--- config.mk ---
export PLATFORM = sky130hd
export DESIGN_NAME = imem_loader
export DESIGN_NICKNAME = d
export VERILOG_FILES = /design/src/rtl/imem_pkg.sv /design/src/rtl/imem_byte_packer.sv /design/src/rtl/imem_loader.sv
export SDC_FILE = /design/constraint.sdc
export NUM_CORES = 1
export LEC_CHECK = 0
export ABC_AREA = 1
export CAP_MARGIN = 5
export CORE_UTILIZATION = 52
export CTS_BUF_LIST = sky130_fd_sc_hd__clkbuf_8 sky130_fd_sc_hd__clkbuf_16
export CTS_CLUSTER_SIZE = 8
export DETAILED_ROUTE_END_ITERATION = 7
export PLACE_DENSITY = 0.82
export SETUP_SLACK_MARGIN = 0.3
export SLEW_MARGIN = 25
export SYNTH_ARGS = -nofsm -noshare
export SYNTH_HDL_FRONTEND = slang
export SYNTH_SLANG_ARGS = --single-unit
--- constraint.sdc ---
create_clock -name clk -period 2.35 [get_ports clk]
set_input_delay 0.47 -clock clk [delete_from_list [all_inputs] [get_ports clk]]
set_output_delay 0.47 -clock clk [all_outputs]
set_load 0.005 [all_outputs]
--- src/rtl/imem_pkg.sv ---
// Shared definitions for the instruction-memory loader and the future fetch unit.
package imem_pkg;

  localparam int unsigned INSTR_BYTES = 4;
  localparam int unsigned BYTE_IDX_W  = $clog2(INSTR_BYTES);

  typedef enum logic [2:0] {
    IDLE   = 3'd0,
    FILL   = 3'd1,
    WRITE  = 3'd2,
    VERIFY = 3'd3,
    DONE   = 3'd4,
    ERROR  = 3'd5
  } ldr_state_e;

  // States in which a start pulse arms a new load.
  function automatic logic start_allowed(input ldr_state_e s);
    return (s == IDLE) || (s == DONE) || (s == ERROR);
  endfunction

endpackage

--- src/rtl/imem_byte_packer.sv ---
// Packs accepted stream bytes little-endian into one instruction word.
module imem_byte_packer
  import imem_pkg::*;
(
  input  logic                  clk,
  input  logic                  rst_n,
  input  logic                  clear,
  input  logic                  accept,
  input  logic [7:0]            data,
  input  logic                  last,
  output logic [BYTE_IDX_W-1:0] byte_idx,
  output logic [31:0]           word_c,
  output logic                  word_end_c
);

  logic [7:0] lane0;
  logic [7:0] lane1;
  logic [7:0] lane2;

  // Current byte completes the word when it fills the top lane or ends the image.
  assign word_end_c = last || (byte_idx == BYTE_IDX_W'(INSTR_BYTES - 1));

  // Word as it would be written if the current byte ends it; lanes above are zero.
  always_comb begin
    word_c = '0;
    case (byte_idx)
      2'd0:    word_c = {24'h0, data};
      2'd1:    word_c = {16'h0, data, lane0};
      2'd2:    word_c = {8'h0, data, lane1, lane0};
      default: word_c = {data, lane2, lane1, lane0};
    endcase
  end

  // Lane capture and byte index, wrapping after the last lane or on s_last.
  always_ff @(posedge clk) begin
    if (!rst_n) begin
      byte_idx <= '0;
      lane0    <= '0;
      lane1    <= '0;
      lane2    <= '0;
    end else if (clear) begin
      byte_idx <= '0;
    end else if (accept) begin
      case (byte_idx)
        2'd0:    lane0 <= data;
        2'd1:    lane1 <= data;
        2'd2:    lane2 <= data;
        default: ;
      endcase
      if (word_end_c) byte_idx <= '0;
      else            byte_idx <= byte_idx + BYTE_IDX_W'(1);
    end
  end

endmodule

--- src/rtl/imem_loader.sv ---
// Boot-time instruction memory programmer: loads a byte stream, verifies by read-back sum,
// then releases the core from reset.
module imem_loader
  import imem_pkg::*;
#(
  parameter int unsigned DATA_WIDTH = 32,
  parameter int unsigned ADDR_WIDTH = 32,
  parameter int unsigned DIR_WIDTH  = 10,
  parameter int unsigned MAX_WORDS  = 256
) (
  input  logic                  clk,
  input  logic                  rst_n,
  input  logic                  start,
  input  logic                  s_valid,
  output logic                  s_ready,
  input  logic [7:0]            s_data,
  input  logic                  s_last,
  output logic [DIR_WIDTH-1:0]  dir,
  output logic [DATA_WIDTH-1:0] data_in,
  output logic                  we,
  output logic [ADDR_WIDTH-1:0] a,
  input  logic [DATA_WIDTH-1:0] rd,
  output logic                  busy,
  output logic                  done,
  output logic                  error,
  output logic [DIR_WIDTH-2:0]  word_count,
  output logic                  cpu_rst_n
);

  localparam int unsigned WC_W = DIR_WIDTH - 1;

  if (DATA_WIDTH != 32) begin : g_bad_width
    $error("imem_loader: DATA_WIDTH must be 32");
  end

  ldr_state_e            state;
  logic [31:0]           sum;
  logic [31:0]           vsum;
  logic [WC_W-1:0]       vk;
  logic                  phase;
  logic                  last_seen;

  logic                  accept_c;
  logic                  start_take_c;
  logic [BYTE_IDX_W-1:0] byte_idx;
  logic [31:0]           word_c;
  logic                  word_end_c;
  logic [31:0]           vsum_next_c;
  logic                  verify_ok_c;

  assign accept_c     = s_valid && s_ready && (state == FILL);
  assign start_take_c = start && start_allowed(state);
  assign vsum_next_c  = vsum + rd;
  assign verify_ok_c  = (vsum_next_c == sum);

  imem_byte_packer u_packer (
    .clk        (clk),
    .rst_n      (rst_n),
    .clear      (start_take_c),
    .accept     (accept_c),
    .data       (s_data),
    .last       (s_last),
    .byte_idx   (byte_idx),
    .word_c     (word_c),
    .word_end_c (word_end_c)
  );

  // Loader FSM with registered outputs, address counters and checksums.
  always_ff @(posedge clk) begin
    if (!rst_n) begin
      state      <= IDLE;
      s_ready    <= 1'b0;
      we         <= 1'b0;
      dir        <= '0;
      data_in    <= '0;
      a          <= '0;
      busy       <= 1'b0;
      done       <= 1'b0;
      error      <= 1'b0;
      word_count <= '0;
      cpu_rst_n  <= 1'b0;
      sum        <= '0;
      vsum       <= '0;
      vk         <= '0;
      phase      <= 1'b0;
      last_seen  <= 1'b0;
    end else begin
      we <= 1'b0;
      case (state)
        IDLE, DONE, ERROR: begin
          if (start_take_c) begin
            state      <= FILL;
            s_ready    <= 1'b1;
            busy       <= 1'b1;
            done       <= 1'b0;
            error      <= 1'b0;
            cpu_rst_n  <= 1'b0;
            word_count <= '0;
            sum        <= '0;
            last_seen  <= 1'b0;
          end
        end

        FILL: begin
          if (accept_c) begin
            if (word_count == WC_W'(MAX_WORDS)) begin
              state   <= ERROR;
              s_ready <= 1'b0;
              busy    <= 1'b0;
              error   <= 1'b1;
            end else if (word_end_c) begin
              state     <= WRITE;
              s_ready   <= 1'b0;
              we        <= 1'b1;
              dir       <= {word_count[WC_W-2:0], 2'b00};
              data_in   <= word_c;
              last_seen <= s_last;
            end
          end
        end

        WRITE: begin
          sum        <= sum + data_in;
          word_count <= word_count + WC_W'(1);
          if (last_seen) begin
            state <= VERIFY;
            a     <= '0;
            vk    <= '0;
            phase <= 1'b0;
            vsum  <= '0;
          end else begin
            state   <= FILL;
            s_ready <= 1'b1;
          end
        end

        VERIFY: begin
          if (!phase) begin
            phase <= 1'b1;
          end else begin
            vsum  <= vsum_next_c;
            phase <= 1'b0;
            if (vk == word_count - WC_W'(1)) begin
              state     <= verify_ok_c ? DONE : ERROR;
              busy      <= 1'b0;
              done      <= verify_ok_c;
              error     <= !verify_ok_c;
              cpu_rst_n <= verify_ok_c;
            end else begin
              vk <= vk + WC_W'(1);
              a  <= ADDR_WIDTH'({vk + WC_W'(1), 2'b00});
            end
          end
        end

        default: state <= IDLE;
      endcase
    end
  end

endmodule

==> run_1/wires.png <==
Only two layers are drawn.
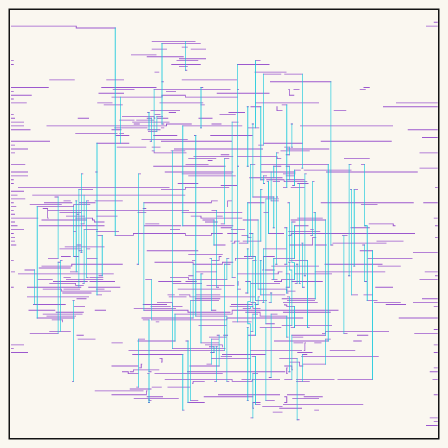
- cyan: metal 4 (wire length 2780 um)
- purple: metal 3 (wire length 4150 um)

==> run_1/clocks.png <==
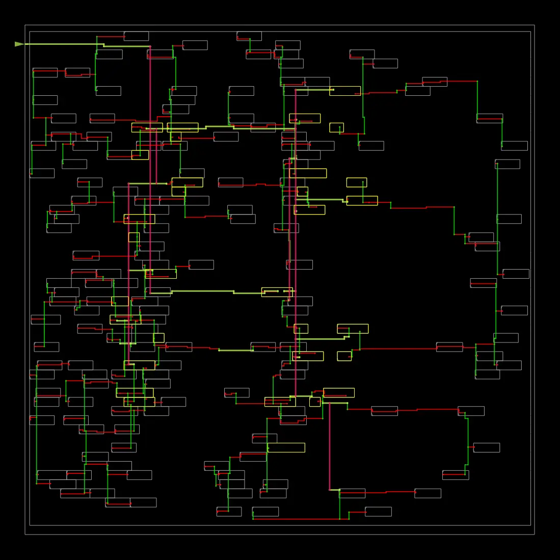
Latency at later pin: 0.45 ns
Flops: 158

==> impl_metrics.py, run 1 <==
# Flow results
metrics = {
    "synth": {
        "aoi_share": 0.1672,
        "ys_cells": 1897,
        "ys_sh_simple": 0.3344,
        "avgSynthCellArea_um2": 6.131,
        "edf_count": 0,
        "syn_inst": 1897,
        "yosys_warnings": 0,
        "yosysSeqAreaShare": 0.2720,
    },
    "setup_path": {
        "crit_cells": 16,
        "crit_top_cell": "nor2_1",
        "arrival_ns": 3.21,
        "critical_path.cell_chain": "ha_4 > inv_2 > fa_2 > xor2_1 > o21ai_1 > nor2_1 > nand3b_1 > nor2_1 > nand2_1 > nor2_4 > inv_2 > nor3_4 > nand3_2 > nor2_1 > nand2_1 > a21oi_2",
        "rr_endpoint": "cpu_rst_n",
        "cp.buffers_inverters": 2,
        "worst-setup-path-type": "reg2reg",
        "required_ns": 2.71,
        "worst_r2r_path_depth": 16,
        "r2r_slack_ns": -0.50,
    },
    "global_routing": {
        "antenna_found_initial": 0,
        "grt_pass1_vias": 13380,
        "grt_pass1_wl_um": 63520,
        "overflow": 0,
        "grt_usage": 0.3498,
    },
    "flow_run": {
        "drv_cap": 0,
    },
    "power": {
        "power_leader": "clock",
        "switching_share": 0.3335,
        "clockPowerShare": 0.386,
        "pwr-share-seq": 0.358,
        "ir_drop_mv": 0.5721,
    },
    "detailed_routing": {
        "routed_via_density": 5.790,
        "routedLengthMet1_um": 16920,
        "vias": 14480,
        "highest_layer": "met4",
        "wl_met2_um": 20940,
        "drt-initial-drc-count": 1567,
    },
    "clock_tree": {
        "clockBufferDepth": 2,
        "clock-sinks": 158,
        "cts_root_buf": "clkbuf_16",
        "cts_buffers": 17,
    },
    "final_timing": {
        "fin_hold_ws_ns": 0.4546,
        "hold_viol_final": 0,
        "fin_skew_ns": 0.01673,
        "fin_crit_ns": 2.848,
        "relSlewSlack": 0.5709,
        "fin_tns_setup_ns": -2.858,
        "setup_slack_ns": -0.4981,
        "setup_viol": 17,
    },
    "die": {
        "ios": 134,
        "die_area_mm2": 0.02297,
        "die_y_um": 151.6,
        "die_w_um": 151.6,
    },
    "min_path": {
        "hold_path_end": "u_packer.lane0[0]",
        "hold_depth": 2,
        "min_from": "u_packer.lane0[0]",
    },
    "final_layout": {
        "final_core_util": 0.7775,
        "finalNonFillerCells": 2501,
        "fill_cells": 1496,
        "area_growth_pct": 46.35,
    },
    "placement": {
        "placedInstanceArea_mm2": 0.01427,
        "io_buffer_count": 108,
        "place.gp.congestion": 0.9655,
    },
    "outcome": {
        "status": "finished with violations",
        "violations": "negative setup slack",
    },
}
==> run_1/power_grid.png <==
Pins as bars on the die edge.
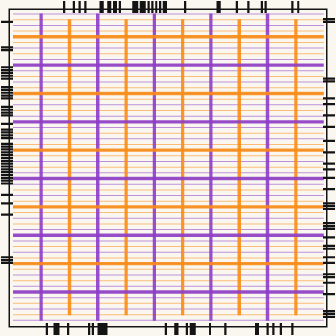
- purple: VSS
- orange: VDD
- met4 straps: 10
- rows: 54
- signal pins: 134
- met5 straps: 10
- met1 rails: 55

[run 1: cell usage after synthesis, types with 14 or more instances]
cell type / instances
dfxtp_1: 158
o21ai_0: 106
nand2_2: 19
xor2_1: 19
a21oi_1: 211
nand3_1: 106
nand4_1: 14
inv_1: 272
ha_1: 69
clkbuf_1: 30
buf_4: 27
o22ai_1: 18
nand2_1: 552
nor2_1: 163
[run 1: kinds of logic after synthesis]
kind of cell,after synthesis
and+or+nand+nor,918
other,1
AOI/OAI and AO/OA,369
xor gates and xnor gates,29
adders and majority gates,71
buffers and inverters,351
DFF,158
[run 1: state kept, by name, summed over array words and instances (netlist names), 2 cells and up]
register and count:
state 3, u_packer.byte_idx 2, word_count 9, vsum 32
a 9, u_packer.lane2 8, dir 8, u_packer.lane1 8
sum 32, u_packer.lane0 8, data_in 32
[run 1: worst register-to-register path, cell delays in order (launching register included)]
cell	delay [ns]
dfxtp_2	0.35
ha_4	0.14
inv_2	0.04
fa_2	0.58
xor2_1	0.18
o21ai_1	0.12
nor2_1	0.11
nand3b_1	0.08
nor2_1	0.11
nand2_1	0.10
nor2_4	0.12
inv_2	0.07
nor3_4	0.30
nand3_2	0.16
nor2_1	0.13
nand2_1	0.07
a21oi_2	0.11
[run 1: cell type report]
type                       instances  area (um^2)  share of cell area
multi-input combinational       1412         8786              0.5162
sequential                       158         3231              0.1898
timing repair buffer             334         2923              0.1717
inverter                         284         1071             0.06293
clock buffer                      19        452.9             0.02661
tap                              280        350.3             0.02058
clock inverter                    13        195.2             0.01147
timing repair inverter             1        11.26           0.0006616
[run 1: repair_timing]
action,in CTS,in global routing
hold buffers,0,0
endpoints found under the setup margin,53,123
resized,217,258
cloned,0,1
pin swaps,88,116
hold endpoints to repair,0,0
setup buffers,28,21
==> inputs of run 2 (changes only) <==
Settings changed: ABC_CLOCK_PERIOD_IN_PS set to 2350, MAX_ROUTING_LAYER set to met4.
==> run_2/power_grid.png <==
Pins as bars on the die edge.
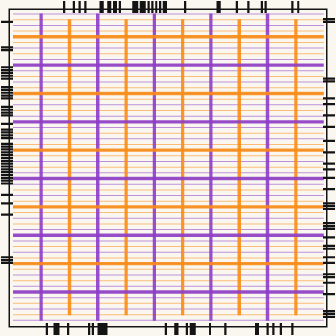
- orange: VDD
- purple: VSS
- signal pins: 134
- rows: 54
Die X-Extent: 151.6 um
Die Y: 151.6 um

==> run_2/placement_by_type.png <==
Bar = 50 um.
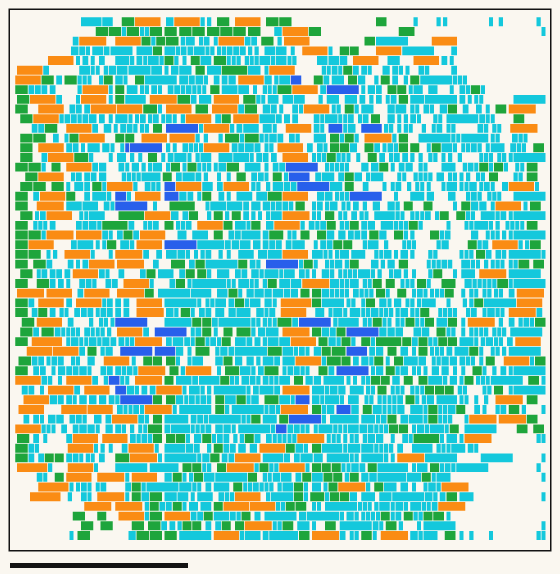
- orange: sequential cells (cells 158; share of their area 19%)
- cyan: combinational and other logic (cells 1696; share of their area 58%)
- green: remaining buffers and delay cells (cells 368; share of their area 19%)
- blue: clock drivers and dummy loads (cells 32; share of their area 3.5%)

==> run 2 against run 1 <==
- the run ends with design-rule violations, negative setup slack left
- synthesized cell count unchanged
- global-route usage up 1.1 points
- die area unchanged
- combinational power barely moved
- worst setup slack got worse by 0.083 ns
==> impl_metrics.py, run 2 <==
# Flow results
metrics = {
    "synth": {
        "aoi_share": 0.1672,
        "edf_count": 0,
        "ys_top_cells_by_count": "552 x nand2_1, 272 x inv_1, 211 x a21oi_1",
        "avgSynthCellArea_um2": 6.131,
        "synthAdderAreaFrac": 0.07768,
        "area_leaders": "dfxtp_1 27%, nand2_1 18%, a21oi_1 9.1%, inv_1 8.8%, ha_1 7.4%",
        "synth_flops": 158,
        "syn_inst": 1897,
        "ys_cells": 1897,
        "ys_sh_simple": 0.3344,
        "top_cell": "nand2_1",
        "synthMuxAreaShare": 0,
        "yosysSeqAreaShare": 0.2720,
        "yosys_warnings": 0,
        "ys_area_mm2": 0.01163,
    },
    "power": {
        "pg_clk_mw": 2.81,
        "power_leader": "registers",
        "p_switching_mw": 2.738,
        "switching_share": 0.3514,
        "intPower_mw": 5.055,
        "ir_drop_mv": 0.4591,
        "p_comb_frac": 0.266,
        "clockPowerShare": 0.361,
        "pwr-share-seq": 0.373,
        "leakagePower_nw": 7.927,
    },
    "global_routing": {
        "grt_start_max_net_pins": 46,
        "grt_usage": 0.3613,
        "overflow": 0,
        "antenna_found_initial": 0,
        "grt_pass1_wl_um": 63310,
        "grt_pass1_vias": 13280,
    },
    "flow_run": {
        "warnings": 33,
        "drv_cap": 0,
    },
    "setup_path": {
        "worst-setup-path-type": "reg2reg",
        "crit_top_cell": "nand2_2",
        "cp.buffers_inverters": 4,
        "startpoint": "vsum[0]",
        "worstReg2RegStart": "vsum[0]",
        "cp_slowest_stage_delay_ns": 0.36,
        "critical_path.cell_chain": "ha_4 > inv_2 > fa_2 > inv_2 > nand3_2 > nand3_4 > nand3_4 > nand3_4 > inv_2 > nand2_2 > nand2_2 > nand2_2 > buf_6 > nand2_2 > nor2_2 > nand2_1 > nor2_1 > nand3_1 > nor2_2 > nand3_2 > nand2_1 > a21oi_1",
        "required_ns": 2.69,
        "arrival_ns": 3.27,
    },
    "final_timing": {
        "finalClockPeriodUsage": 1.247,
        "hold_viol_final": 0,
        "relSlewSlack": 0.6397,
        "slew_violations": 0,
        "fin_crit_ns": 2.931,
        "fmax_mhz": 341.2,
        "setup_slack_ns": -0.5812,
        "fin_skew_ns": 0.01781,
        "fin_tns_setup_ns": -1.704,
        "grt_setup_unrepaired": "true",
        "setup_viol": 7,
    },
    "final_layout": {
        "drive_gt1_frac": 0.2950,
        "layout_top_cell": "nand2_1",
        "fill_cells": 1486,
        "fin_nets": 2357,
        "final_area_mm2": 0.01707,
        "top_regs": "data_in: 32 flops, sum: 32 flops, vsum: 32 flops",
        "area_growth_pct": 46.80,
    },
    "placement": {
        "placedInstanceArea_mm2": 0.01449,
        "io_buffer_count": 108,
        "place.gp.congestion": 0.9548,
        "dpl.hpwl_um": 28480,
    },
    "clock_tree": {
        "cts_tree": "done",
        "cts_buffers": 17,
        "cts_root_buf": "clkbuf_16",
        "clockBufferDepth": 2,
        "clk_latency_ns": 0.45,
        "cts.clk_slew.worst_paths_ns": 0.07,
        "clock-sinks": 158,
        "cts_hold_buf": 0,
    },
    "outcome": {
        "violations": "design-rule violations, negative setup slack",
        "status": "finished with violations",
    },
    "detailed_routing": {
        "drc_errors": 3,
        "drt_first_pass_iters": 8,
        "routed_via_density": 5.723,
        "vias": 14500,
        "drt-initial-drc-count": 1285,
    },
    "die": {
        "ios": 134,
        "die_area_mm2": 0.02297,
    },
    "min_path": {
        "min_from": "u_packer.lane0[0]",
    },
}
==> run_2/wires.png <==
Only two layers are drawn.
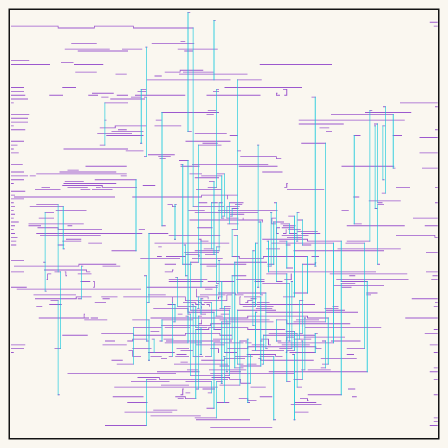
- purple: metal 3 (wire length 4150 um)
- cyan: metal 4 (wire length 2520 um)

-- run 2: cell counts after synthesis --
Identical to the previous run, type by type.
-- run 2: path summary, 6_finish.rpt --
path	cells past startpoint	slack, ns	to
setup / recovery	22	-0.58	error
hold / removal	2	0.45	u_packer.lane0[0]
setup reg to reg	22	-0.58	error
hold reg to reg	2	0.45	u_packer.lane0[0]
-- run 2: through the flow --
stage	cells	hold WS [ns]	power, mW	utilization	worst slack, ns
final	2534	0.4524	7.793	0.7799	-0.5812
after global routing	2534	0.4703	8.036	0.7799	-0.7055
after CTS	2517	0.4550	7.539	0.7447	-0.2697
after detailed placement	2450	0.4438	4.638	0.6620	-1.321
after global placement	2450	0.4317	4.607	0.6620	-1.283
after floorplan	1921	0.4241	3.947	-	-0.03821
-- run 2: final cells by class --
type	count	area (um^2)	share of cell area
Sequential cell	158	3236	0.1895
Multi-Input combinational cell	1412	8670	0.5078
Clock inverter	15	166.4	0.009747
Tap cell	280	350.3	0.02052
Clock buffer	17	425.4	0.02492
Timing Repair Buffer	368	3152	0.1846
Inverter	284	1074	0.06288
-- run 2: kinds of logic after synthesis --
logic type / Yosys count
AOI/OAI and AO/OA: 369
and+or+nand+nor: 918
DFF: 158
adders and majority gates: 71
xor gates and xnor gates: 29
other: 1
buffers and inverters: 351
-- run 2: worst min-delay path: stages (launching register included) --
cell and delay, ns:
dfxtp_1 0.30, inv_1 0.06, a21oi_1 0.05
-- run 2: what timing repair did --
action / 4_1_cts / 5_1_grt
gates resized: 236 / 194
buffers inserted: 35 / 17
setup endpoints to repair: 54 / 112
hold endpoints to repair: 0 / 0
pin swaps: 91 / 82
-- run 2: per-layer routing --
layer	vias up	track usage	wire length, um
li1	6757	-	-
met5	-	-	0
met3	256	0.05240	4154
met1	6596	0.4202	16870
met2	893	0.6066	20760
met4	0	0.1822	2519
Power is estimated from default activity; no workload was simulated.
